**config.mk**
```make
export PLATFORM = sky130hd
export DESIGN_NAME = output_wrapper
export DESIGN_NICKNAME = d
export VERILOG_FILES = /design/src/rtl/output_wrapper_pkg.sv /design/src/rtl/ow_byte_mux.sv /design/src/rtl/output_wrapper.sv
export SDC_FILE = /design/constraint.sdc
export NUM_CORES = 1
export LEC_CHECK = 0
export CORE_UTILIZATION = 43
export DETAILED_ROUTE_END_ITERATION = 10
export PLACE_DENSITY = 0.8
export SYNTH_ARGS = -nofsm -noshare
export SYNTH_HDL_FRONTEND = slang
export SYNTH_SLANG_ARGS = --single-unit
```
**constraint.sdc**
```tcl
create_clock -name clk -period 1.1 [get_ports clk]
set_input_delay 0.165 -clock clk [delete_from_list [all_inputs] [get_ports clk]]
set_output_delay 0.165 -clock clk [all_outputs]
set_load 0.01 [all_outputs]
```
**src/rtl/output_wrapper_pkg.sv**
```systemverilog
// Shared types and sizing for the divider output stage.
package output_wrapper_pkg;

  localparam int unsigned DATA_W = 16;
  localparam int unsigned BUS_W  = 8;
  localparam int unsigned BPW    = DATA_W / BUS_W;
  localparam int unsigned NBYTES = 2 * DATA_W / BUS_W;
  localparam int unsigned CNT_W  = $clog2(NBYTES);

  typedef enum logic {
    IDLE = 1'b0,
    SEND = 1'b1
  } ow_state_t;

endpackage

```
**src/rtl/ow_byte_mux.sv**
```systemverilog
// Byte selector for the output buffer {Quotient, Remainder}.
// Build option OUTPUT_WRAPPER_LSB_FIRST_EN: send each word low byte first
// instead of the default high byte first.
module ow_byte_mux
  import output_wrapper_pkg::*;
(
  input  logic [2*DATA_W-1:0] buf_i,
  input  logic [CNT_W-1:0]    sel_i,
  output logic [BUS_W-1:0]    byte_o
);

  logic [BUS_W-1:0] bytes [NBYTES];

  // Map transfer index k to its byte slot in the buffer (slot 0 = buffer LSBs).
  for (genvar k = 0; k < NBYTES; k++) begin : g_slot
`ifdef OUTPUT_WRAPPER_LSB_FIRST_EN
    localparam int unsigned SLOT = (1 - (k / BPW)) * BPW + (k % BPW);
`else
    localparam int unsigned SLOT = NBYTES - 1 - k;
`endif
    assign bytes[k] = buf_i[SLOT*BUS_W +: BUS_W];
  end

  assign byte_o = bytes[sel_i];

endmodule

```
**src/rtl/output_wrapper.sv**
```systemverilog
// Bus-side output stage of the restoring divider: captures a Quotient/Remainder
// pair on Ready and serialises it one byte per accepted transfer.
// Byte order is selected by OUTPUT_WRAPPER_LSB_FIRST_EN (see ow_byte_mux).
module output_wrapper
  import output_wrapper_pkg::*;
(
  input  logic              clk,
  input  logic              reset,
  input  logic              Ready,
  input  logic              ReceiveData,
  input  logic [DATA_W-1:0] Quotient,
  input  logic [DATA_W-1:0] Remainder,
  output logic              ReadyForInput,
  output logic              OutBuffFull,
  output logic [BUS_W-1:0]  DataOut
);

  ow_state_t           state_q, state_d;
  logic [CNT_W-1:0]    cnt_q, cnt_d;
  logic [2*DATA_W-1:0] buf_q, buf_d;
  logic [BUS_W-1:0]    sel_byte;

  // State, counter and buffer registers with synchronous active-low reset.
  always_ff @(posedge clk) begin
    if (!reset) begin
      state_q <= IDLE;
      cnt_q   <= '0;
      buf_q   <= '0;
    end else begin
      state_q <= state_d;
      cnt_q   <= cnt_d;
      buf_q   <= buf_d;
    end
  end

  // Next-state logic: capture when idle, advance one byte per accepted transfer.
  always_comb begin
    state_d = state_q;
    cnt_d   = cnt_q;
    buf_d   = buf_q;
    unique case (state_q)
      IDLE: begin
        if (Ready) begin
          buf_d   = {Quotient, Remainder};
          cnt_d   = '0;
          state_d = SEND;
        end
      end
      SEND: begin
        if (ReceiveData) begin
          if (cnt_q == CNT_W'(NBYTES - 1)) begin
            cnt_d   = '0;
            state_d = IDLE;
          end else begin
            cnt_d = CNT_W'(cnt_q + 1'b1);
          end
        end
      end
      default: state_d = IDLE;
    endcase
  end

  // Status flags and bus byte decoded from the registered state.
  always_comb begin
    ReadyForInput = 1'b1;
    OutBuffFull   = 1'b0;
    DataOut       = '0;
    if (state_q == SEND) begin
      ReadyForInput = 1'b0;
      OutBuffFull   = 1'b1;
      DataOut       = sel_byte;
    end
  end

  ow_byte_mux u_byte_mux (
    .buf_i  (buf_q),
    .sel_i  (cnt_q),
    .byte_o (sel_byte)
  );

endmodule

```
run_1/placed.png
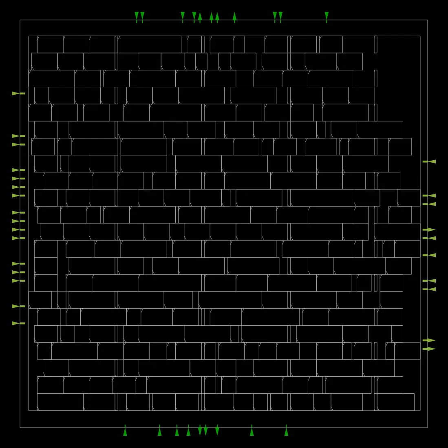
# Taps: 48
filler cell count: 199
Cell Rows: 22

run_1/m3.png
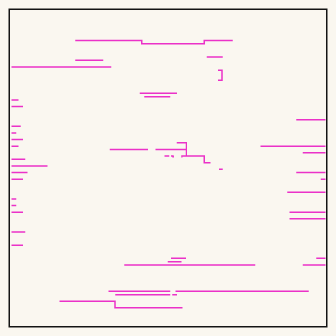
nets with wire on the layer = 39
wire length on this layer = 304 um

==> flow_summary.html, run 1 <==
<h2>Synthesis and place &amp; route</h2>
<table>
<tr><th>Metric</th><th>Value</th></tr>
<tr><th colspan="2">Flow run</th></tr>
<tr><td>OpenROAD warning count</td><td>28</td></tr>
<tr><td>Max-cap check violation count</td><td>0</td></tr>
<tr><th colspan="2">Clock tree</th></tr>
<tr><td>Clock H-tree levels</td><td>2</td></tr>
<tr><td>Clock transition at the register clock pins on the worst setup and hold paths after CTS</td><td>0.07 ns</td></tr>
<tr><td># resized after CTS</td><td>139</td></tr>
<tr><th colspan="2">Worst hold path</th></tr>
<tr><td>Hold Crit Depth</td><td>3</td></tr>
<tr><td>Endpoint of the worst hold-timing path</td><td>buf_q[3]</td></tr>
<tr><th colspan="2">Worst setup path</th></tr>
<tr><td>Reg2Reg Depth</td><td>7</td></tr>
<tr><td>Critical Path AT</td><td>1.42 ns</td></tr>
<tr><td>Largest stage delay, worst path</td><td>0.40 ns</td></tr>
<tr><th colspan="2">Final timing</th></tr>
<tr><td>Final setup violation count</td><td>43</td></tr>
<tr><td>Setup repair after global routing missed its margin</td><td>true</td></tr>
<tr><td>Worst path setup slack after routing</td><td>-0.482 ns</td></tr>
<tr><td>Number of endpoints with negative hold slack in the final report</td><td>0</td></tr>
<tr><th colspan="2">Final layout</th></tr>
<tr><td>Area growth from synthesis to final layout</td><td>84.6%</td></tr>
<tr><td>Area taken by multi-input logic gates</td><td>1450 sq um</td></tr>
<tr><td>Tally of non-filler cells in the final layout</td><td>298</td></tr>
<tr><th colspan="2">Floorplanning</th></tr>
<tr><td>Die extent in y</td><td>65.1 um</td></tr>
<tr><td>Core region area</td><td>3740 sq um</td></tr>
<tr><td>Effective utilization at floorplan</td><td>0.458</td></tr>
<tr><th colspan="2">Synth</th></tr>
<tr><td>Xor and xnor area share after synthesis</td><td>0</td></tr>
<tr><td>Syn nets</td><td>222</td></tr>
<tr><td>Post-Syn Area</td><td>1710 sq um</td></tr>
<tr><td>Yosys synthesis chip area</td><td>1710 sq um</td></tr>
<tr><td>Seq/Total Area, Yosys</td><td>0.409</td></tr>
<tr><td>Number of distinct library cells after synthesis</td><td>21</td></tr>
<tr><td>Adder share</td><td>0.00730</td></tr>
<tr><th colspan="2">Routing</th></tr>
<tr><td>Average vias per placed instance</td><td>5.45</td></tr>
<tr><td>Post-detailed-route DRC marker count</td><td>0</td></tr>
<tr><td>Final wirelength</td><td>6160 um</td></tr>
<tr><th colspan="2">Power and ir drop</th></tr>
<tr><td>Total power draw</td><td>3370 uW</td></tr>
<tr><th colspan="2">Run status</th></tr>
<tr><td>Violated checks</td><td>setup timing</td></tr>
<tr><td>Run status</td><td>complete, but fails checks</td></tr>
<tr><th colspan="2">Placement</th></tr>
<tr><td>Buffers on Ports</td><td>45</td></tr>
<tr><td>Detailed-placement wirelength estimate</td><td>2560 um</td></tr>
</table>
run_1/pinout.png
Pins as bars across the die edge, other pins in grey.
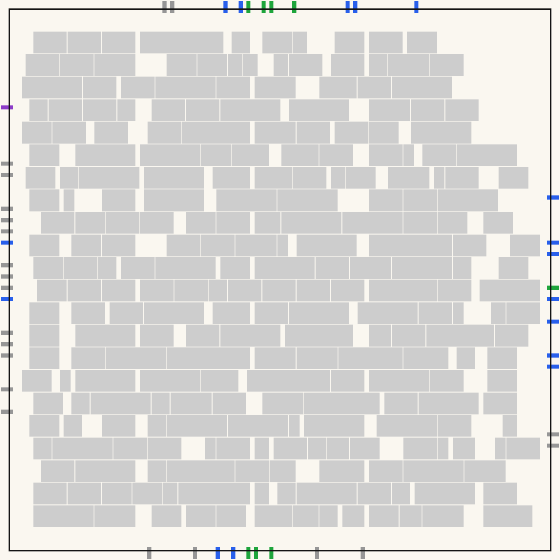
Quotient -> blue  # pins 16, direction input, edge 7 right, 5 top, 2 left, 2 bottom
DataOut -> green  # pins 8, direction output, edge 4 top, 3 bottom, 1 right
clk -> purple  # pins 1, direction input, edge left
all pins by edge = 16 left, 11 top, 10 right, 9 bottom

==> run 1: Yosys cell counts (all sizes together) <==
master / n / area [sq um]
nand2b: 2 / 20.0
mux2i: 16 / 160
buf: 11 / 90.1
inv: 1 / 3.75
clkbuf: 4 / 15.0
nand2: 67 / 251
mux2: 1 / 11.3
nand4: 1 / 6.26
dfxtp: 35 / 701
nand4b: 1 / 8.76
o21ai: 3 / 15.0
o22ai: 8 / 50.1
a21boi: 32 / 353
ha: 1 / 12.5
nor2b: 1 / 8.76
a31oi: 1 / 6.26
==> run 1: final cells by class <==
| cell class | count | share of cell area |
|---|---|---|
| clock inverters | 1 | 0.00158 |
| clock buffers | 6 | 0.0261 |
| flip-flops and latches | 35 | 0.223 |
| multi-input cells | 134 | 0.457 |
| inverters | 1 | 0.00119 |
| well taps | 48 | 0.0190 |
| repair buffers | 73 | 0.272 |
==> run 1: flip-flops by register name, summed over array words and instances, names as in the netlist <==
register and cells:
cnt_q 2, buf_q 32, state_q 1
==> run 1: worst max path at each step <==
stage                     startpoint    endpoint  cells after the start
after floorplan              state_q  DataOut[0]                      4
after global placement      cnt_q[0]  DataOut[1]                      4
after detailed placement    cnt_q[0]  DataOut[7]                      4
after CTS                   cnt_q[0]  DataOut[3]                      5
after global routing        cnt_q[0]  DataOut[2]                      4
final                       cnt_q[0]  DataOut[2]                      4
==> run 1: routing by layer <==
layer,global-route usage,share of wire
met1,0.370,0.42
met5,0,0
met4,0.111,0.023
met3,0.0747,0.049
met2,0.518,0.51
==> run 1: report_power, final <==
part           internal (uW)  leakage (uW)  total (uW)  switching, uW
Clock                    492     0.0000470         998            507
Combinational            527      0.000953         938            411
Sequential              1340      0.000288        1430           91.9
run_1/util_map.png
7 x 7 tiles, from white (low) to dark blue (high), 0 to 100% covered.
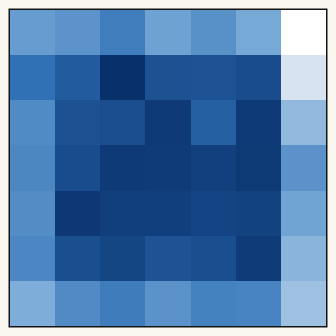

==> inputs of run 2 (changes only) <==
Settings changed: CORE_UTILIZATION 43 to 48, PLACE_DENSITY 0.8 to not set, PLACE_DENSITY_LB_ADDON set to 0.05.
Clock period 1.1 ns to 1.5 ns, I/O delays scaled along.
run_2/util_map.png
6 x 6 tiles, from white (low) to dark blue (high), 0 to 100% covered.
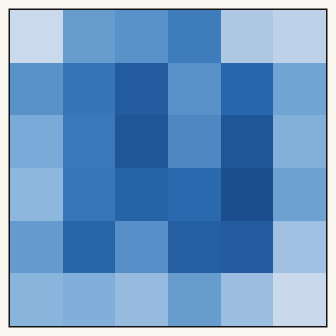
mean over tiles = 59%
fullest tile = 88%
densest ninth of the die = centre
tiles over 75% full = 28%

==> run 2 against run 1 <==
Effect of this change: largest cell class unchanged; clock skew is 0.0081 ns higher; the flow still finishes with violations (setup timing); power is 45% lower; sequential power is 29% lower; non-clock buffer count is 16 lower; critical path type unchanged; highest routed layer unchanged; cell count is 6.4% lower; combinational power is 59% lower.
==> flow_summary.html, run 2 <==
<h2>Synthesis and place &amp; route</h2>
<table>
<tr><th>Metric</th><th>Value</th></tr>
<tr><th colspan="2">Run status</th></tr>
<tr><td>Run status</td><td>complete, but fails checks</td></tr>
<tr><td>Violated checks</td><td>setup timing</td></tr>
<tr><th colspan="2">Power and ir drop</th></tr>
<tr><td>Power share of the sequential group</td><td>0.547</td></tr>
<tr><td>Total power draw</td><td>1860 uW</td></tr>
<tr><td>Switching share of power</td><td>0.267</td></tr>
<tr><td>Relative contribution of combinational cells to total power</td><td>0.205</td></tr>
<tr><td>Internal power component</td><td>1370 uW</td></tr>
<tr><th colspan="2">Synth</th></tr>
<tr><td>EDFF count, synth</td><td>0</td></tr>
<tr><td>Leading area contributor after synthesis</td><td>sky130_fd_sc_hd__dfxtp_1</td></tr>
<tr><td>Fraction of post-synthesis cell area in the top cell type by area</td><td>0.409</td></tr>
<tr><td>Syn nets</td><td>222</td></tr>
<tr><td>Largest cells by area after synthesis</td><td>sky130_fd_sc_hd__dfxtp_1, sky130_fd_sc_hd__a21boi_2, sky130_fd_sc_hd__nand2_1, sky130_fd_sc_hd__mux2i_1, sky130_fd_sc_hd__buf_6</td></tr>
<tr><td>Cell with the most instances after synthesis</td><td>sky130_fd_sc_hd__nand2_1</td></tr>
<tr><td>Number of distinct library cells after synthesis</td><td>21</td></tr>
<tr><td>Yosys synthesis chip area</td><td>1710 sq um</td></tr>
<tr><td>Prevailing post-synth register cell</td><td>sky130_fd_sc_hd__dfxtp_1</td></tr>
<tr><td>Post-Syn Area</td><td>1710 sq um</td></tr>
<tr><th colspan="2">Global routing</th></tr>
<tr><td>Peak-usage layer in the global routing report</td><td>met2</td></tr>
<tr><td>GR Util met1</td><td>0.283</td></tr>
<tr><td>Global Route met3 Usage</td><td>0.0455</td></tr>
<tr><th colspan="2">Routing</th></tr>
<tr><td>Average vias per placed instance</td><td>5.13</td></tr>
<tr><th colspan="2">Worst hold path</th></tr>
<tr><td>Endpoint of the worst hold-timing path</td><td>buf_q[24]</td></tr>
<tr><th colspan="2">Final layout</th></tr>
<tr><td>Area growth from synthesis to final layout</td><td>35.5%</td></tr>
<tr><th colspan="2">Placement</th></tr>
<tr><td>Buffers on Ports</td><td>45</td></tr>
<tr><td>Detailed-placement wirelength estimate</td><td>2670 um</td></tr>
<tr><th colspan="2">Final timing</th></tr>
<tr><td>Worst path setup slack after routing</td><td>-0.159 ns</td></tr>
<tr><td>Final setup violation count</td><td>8</td></tr>
<tr><th colspan="2">Clock tree</th></tr>
<tr><td># resized after CTS</td><td>43</td></tr>
<tr><td>Clock H-tree levels</td><td>2</td></tr>
<tr><th colspan="2">Floorplanning</th></tr>
<tr><td>Effective utilization at floorplan</td><td>0.505</td></tr>
<tr><th colspan="2">Worst setup path</th></tr>
<tr><td>Reg2Reg Depth</td><td>5</td></tr>
<tr><td>Largest stage delay, worst path</td><td>0.37 ns</td></tr>
<tr><th colspan="2">Flow run</th></tr>
<tr><td>Max-cap check violation count</td><td>0</td></tr>
</table>
run_2/placed.png
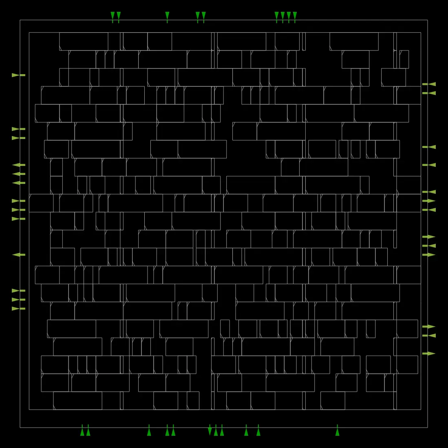
post-layout utilization of the core: 0.685
filler cell count: 276
tally of non-filler cells in the final layout: 279
core region area: 3390 sq um
num sequential: 35

==> run 2: cell count changes in the layout (fill, tap and decap cells not counted), moves of 6 or more <==
cell                       change
sky130_fd_sc_hd__buf_12        -9
sky130_fd_sc_hd__clkbuf_8      -6
sky130_fd_sc_hd__nand2_1      +57
sky130_fd_sc_hd__nand2_2      -15
sky130_fd_sc_hd__nand2_4      -42
sky130_fd_sc_hd__o22ai_1       +6
sky130_fd_sc_hd__o22ai_2       -6
==> run 2: cells by family (layout without fill, tap and decap cells) <==
kind of cell / after synthesis / in the layout / synth area share
AND/OR/NAND/NOR: 72 / 72 / 0.172
AND-OR/OR-AND: 44 / 44 / 0.248
flip-flops: 35 / 35 / 0.409
multiplexers: 17 / 17 / 0.100
buffers and inverters: 16 / 64 / 0.0635
adder cells (fa/ha/maj): 1 / 1 / 0.00730
==> run 2: final cells by class <==
type	instances	area [sq um]
Fill cell	276	1070
Multi-Input combinational cell	134	982
Sequential cell	35	706
Timing Repair Buffer	57	531
Tap cell	46	57.6
Clock buffer	6	41.3
Inverter	1	3.75
==> run 2: critical path: cells and delay by family (launching register included) <==
kind / cells / cell delay, ns
flops: 1 / 0.37
compound gates: 1 / 0.17
buf+inv: 3 / 0.42
mux: 1 / 0.14
==> run 2: power by group through the flow <==
stage | sequential, uW | clock, uW | combinational [uW]
final | 1020 | 460 | 383
after global routing | 1030 | 511 | 414
after CTS | 1010 | 468 | 377
after detailed placement | 1030 | 0 | 357
after global placement | 1030 | 0 | 347
after floorplan | 1020 | 0 | 216
==> run 2: layer usage <==
| layer | up-vias | share of wire |
|---|---|---|
| met5 | - | 0 |
| met1 | 671 | 0.45 |
| met4 | 0 | 0.018 |
| li1 | 717 | - |
| met3 | 8 | 0.051 |
| met2 | 36 | 0.48 |
Power figures rest on the tool's default switching activity, not on a simulated workload.
